<file path="config.mk">
export PLATFORM = sky130hd
export DESIGN_NAME = barret_sched_1733
export DESIGN_NICKNAME = d
export VERILOG_FILES = /design/src/rtl/barret_sched_1733_pkg.sv /design/src/rtl/barret_sched_1733_rr_arb.sv /design/src/rtl/barret_sched_1733.sv
export SDC_FILE = /design/constraint.sdc
export NUM_CORES = 1
export LEC_CHECK = 0
export ABC_AREA = 1
export CORE_MARGIN = 1.5
export CORE_UTILIZATION = 40
export DETAILED_ROUTE_END_ITERATION = 12
export HOLD_SLACK_MARGIN = 0.02
export SETUP_SLACK_MARGIN = 0.02
export SYNTH_ARGS = -nofsm -noshare
export SYNTH_HDL_FRONTEND = slang
export SYNTH_SLANG_ARGS = --single-unit
</file>
<file path="constraint.sdc">
create_clock -name clk -period 5.55 [get_ports clk]
set_input_delay 0.8325 -clock clk [delete_from_list [all_inputs] [get_ports clk]]
set_output_delay 0.8325 -clock clk [all_outputs]
set_load 0.05 [all_outputs]
</file>
<file path="src/rtl/barret_sched_1733_pkg.sv">
// Shared constants and FSM state type for the mod-1733 Barrett reduction engine.
package barret_1733_pkg;

  localparam int unsigned Q    = 1733;
  localparam int unsigned K    = 11;
  localparam int unsigned MU   = 2420;  // floor(2^22 / Q)
  localparam int unsigned A_W  = 21;
  localparam int unsigned R_W  = 11;
  localparam int unsigned P_W  = 22;
  localparam int unsigned D_W  = 13;    // a - t*Q is always < 3Q

  typedef enum logic [2:0] {
    S_IDLE,
    S_MUL1,
    S_MUL2,
    S_SUB,
    S_CORR,
    S_DONE
  } state_t;

endpackage

</file>
<file path="src/rtl/barret_sched_1733_rr_arb.sv">
// Round-robin grant over NREQ requesters; the search starts at rr, which
// advances past the granted requester on each accepted grant.
module barret_rr_arb #(
  parameter int NREQ = 2,
  parameter int PW   = 1
) (
  input  logic            clk,
  input  logic            rst_n,
  input  logic [NREQ-1:0] req,
  input  logic            en,
  input  logic            adv,
  output logic [NREQ-1:0] grant,
  output logic [PW-1:0]   grant_idx
);

  logic [PW-1:0] rr;
  logic [PW-1:0] pick_idx;
  logic          hit;
  int unsigned   j;

  always_comb begin
    pick_idx = '0;
    hit      = 1'b0;
    j        = 0;
    for (int unsigned i = 0; i < NREQ; i++) begin
      j = (32'(rr) + i) % NREQ;
      if (!hit && req[j[PW-1:0]]) begin
        hit      = 1'b1;
        pick_idx = j[PW-1:0];
      end
    end
    grant = '0;
    if (en && hit) grant[pick_idx] = 1'b1;
  end

  assign grant_idx = pick_idx;

  always_ff @(posedge clk or negedge rst_n) begin
    if (!rst_n) begin
      rr <= '0;
    end else if (adv) begin
      rr <= (pick_idx == PW'(NREQ - 1)) ? '0 : pick_idx + 1'b1;
    end
  end

endmodule

</file>
<file path="src/rtl/barret_sched_1733.sv">
// Shared mod-1733 Barrett reducer with round-robin request arbitration.
// Define BARRET_SCHED_FAST_CORR_EN for a single-cycle final correction.
module barret_sched_1733
  import barret_1733_pkg::*;
#(
  parameter int NREQ = 2,
  parameter int IDW  = 3
) (
  input  logic                clk,
  input  logic                rst_n,
  input  logic [NREQ-1:0]     in_valid,
  input  logic [NREQ*21-1:0]  in_data,
  output logic [NREQ-1:0]     in_ready,
  output logic                out_valid,
  output logic [10:0]         out_data,
  output logic [IDW-1:0]      out_id,
  input  logic                out_ready
);

  localparam int PW = (NREQ > 1) ? $clog2(NREQ) : 1;

  state_t          state, state_nx;
  logic [A_W-1:0]  a;
  logic [IDW-1:0]  id;
  logic [P_W-1:0]  prod;
  logic [D_W-1:0]  r;

  logic [NREQ-1:0] grant;
  logic [PW-1:0]   gidx;
  logic            fire;
  logic [A_W-1:0]  sel_a;
  logic [10:0]     mul_a;
  logic [11:0]     mul_b;
  logic [P_W-1:0]  mul_p;

  barret_rr_arb #(
    .NREQ (NREQ),
    .PW   (PW)
  ) u_arb (
    .clk       (clk),
    .rst_n     (rst_n),
    .req       (in_valid),
    .en        (state == S_IDLE && rst_n),
    .adv       (fire),
    .grant     (grant),
    .grant_idx (gidx)
  );

  assign in_ready  = grant;
  assign fire      = |grant;
  assign out_valid = (state == S_DONE);
  assign out_data  = r[R_W-1:0];
  assign out_id    = id;

  always_comb begin
    sel_a = '0;
    for (int unsigned i = 0; i < NREQ; i++) begin
      if (gidx == PW'(i)) sel_a = in_data[i*A_W +: A_W];
    end
  end

  // One multiplier: q*MU in MUL1, then t*Q in MUL2 with t taken from the stored product.
  always_comb begin
    mul_a = {1'b0, a[A_W-1:K]};
    mul_b = 12'(MU);
    if (state == S_MUL2) begin
      mul_a = prod[P_W-1:K];
      mul_b = 12'(Q);
    end
  end

  assign mul_p = {11'b0, mul_a} * {10'b0, mul_b};

  always_comb begin
    state_nx = state;
    unique case (state)
      S_IDLE: if (fire) state_nx = S_MUL1;
      S_MUL1: state_nx = S_MUL2;
      S_MUL2: state_nx = S_SUB;
      S_SUB:  state_nx = S_CORR;
`ifdef BARRET_SCHED_FAST_CORR_EN
      S_CORR: state_nx = S_DONE;
`else
      S_CORR: if (r < D_W'(Q)) state_nx = S_DONE;
`endif
      S_DONE: if (out_ready) state_nx = S_IDLE;
      default: state_nx = S_IDLE;
    endcase
  end

  always_ff @(posedge clk or negedge rst_n) begin
    if (!rst_n) begin
      state <= S_IDLE;
    end else begin
      state <= state_nx;
    end
  end

  always_ff @(posedge clk or negedge rst_n) begin
    if (!rst_n) begin
      a    <= '0;
      id   <= '0;
      prod <= '0;
      r    <= '0;
    end else begin
      unique case (state)
        S_IDLE: begin
          if (fire) begin
            a  <= sel_a;
            id <= IDW'(gidx);
          end
        end
        S_MUL1, S_MUL2: prod <= mul_p;
        S_SUB:  r <= D_W'({1'b0, a} - prod);
        S_CORR: begin
`ifdef BARRET_SCHED_FAST_CORR_EN
          if (r >= D_W'(2 * Q))  r <= r - D_W'(2 * Q);
          else if (r >= D_W'(Q)) r <= r - D_W'(Q);
`else
          if (r >= D_W'(Q)) r <= r - D_W'(Q);
`endif
        end
        default: ;
      endcase
    end
  end

endmodule

</file>
==> metrics.yaml <==
outcome:
  status: "finished, final reports clean"
worst_setup_path:
  max_stage_delay_ns: 0.56
  r2r_cells: 21
  crit_path_start_kind: "flop"
  path_cells: "nor2_2, nand2_2, buf_12, o21ai_2, inv_1, ha_1, xor2_1, fa_1, inv_1, fa_1, fa_1, inv_1, fa_1, inv_1, ha_1, nand2_1, o21ai_0, nand3b_1, or2_2, nand3_1, nand2_1"
  path_delay_family: "adder cells"
  endpoint: "prod[14]"
layout:
  dominant-cell-class: "combinational gates"
  comb_share: 0.5767
  nNonClkBuffers: 71
  clock_buffers: 10
  clock_area_frac: 0.03663
  areaGrowthSynthToFinish_pct: 14.88
global_routing:
  grt_max_degree: 62
  grt_pass1_wl_um: 31570
  use_met3: 0.02831
die:
  rows: 49
  fp.dieH_um: 138.8
  io_pins: 64
route:
  vias_per_cell: 4.813
  wl_met1_um: 9522
  dr.pass1.iters: 5
synth:
  synthFlopType: "dfrtp_1"
  fa_ha_area_frac: 0.2942
  ys_top_cells_by_area: "dfrtp_1 21%, ha_1 15%, fa_1 15%"
  ys_sh_mux: 0
  avgSynthCellArea_um2: 7.302
  synth_dominant_cell_count: "nand2_1"
  synth-edff-count: 0
run:
  drv_cap: 0
sta:
  fin_ws_ns: 0.3253
  period_needed_ns: 5.225
clock_network:
  clock_path_buffers: 2
  cts_sinks: 61
  cts_buffers: 9
placed_design:
  gp_congestion: 0.9360
worst_hold_path:
  hp-start: "prod[14]"
**Signal wires on met2**

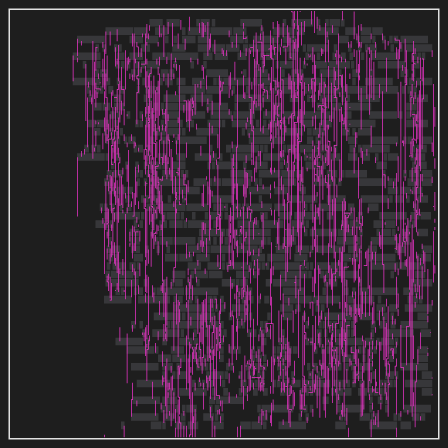
The longest straight run is 62.2 um. The wires run mostly vertical. The layer carries 8120 um of wire. 957 nets have wire on it.
Vias: 6252
GR Util met2: 0.3142
total wire length: 18510 um

**Local utilization**

14 x 14 tiles, from white (low) to dark blue (high), 0 to 100% covered.
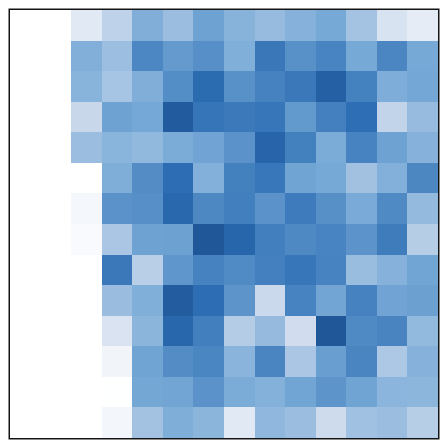
The fullest tile reaches 84%. 6.1% of the tiles are over 75% full. The mean over all tiles is 43%. The emptiest ninth of the die: lower left. 18% of the tiles are nearly empty.
post-layout util: 0.4700
core area: 18020 um2
fp util: 0.4091

**Where the registers sit**

Other sequential cells in the stronger gray, the rest of the logic in the fainter gray.
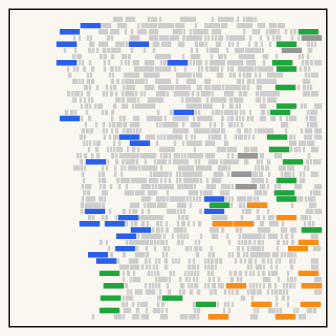
Green shows `a`, placed flops 21. Blue shows `prod`, placed flops 22. Orange shows `r`, placed flops 13, where lower right.
Seq area share: 0.1803
Reg area: 1528 um2

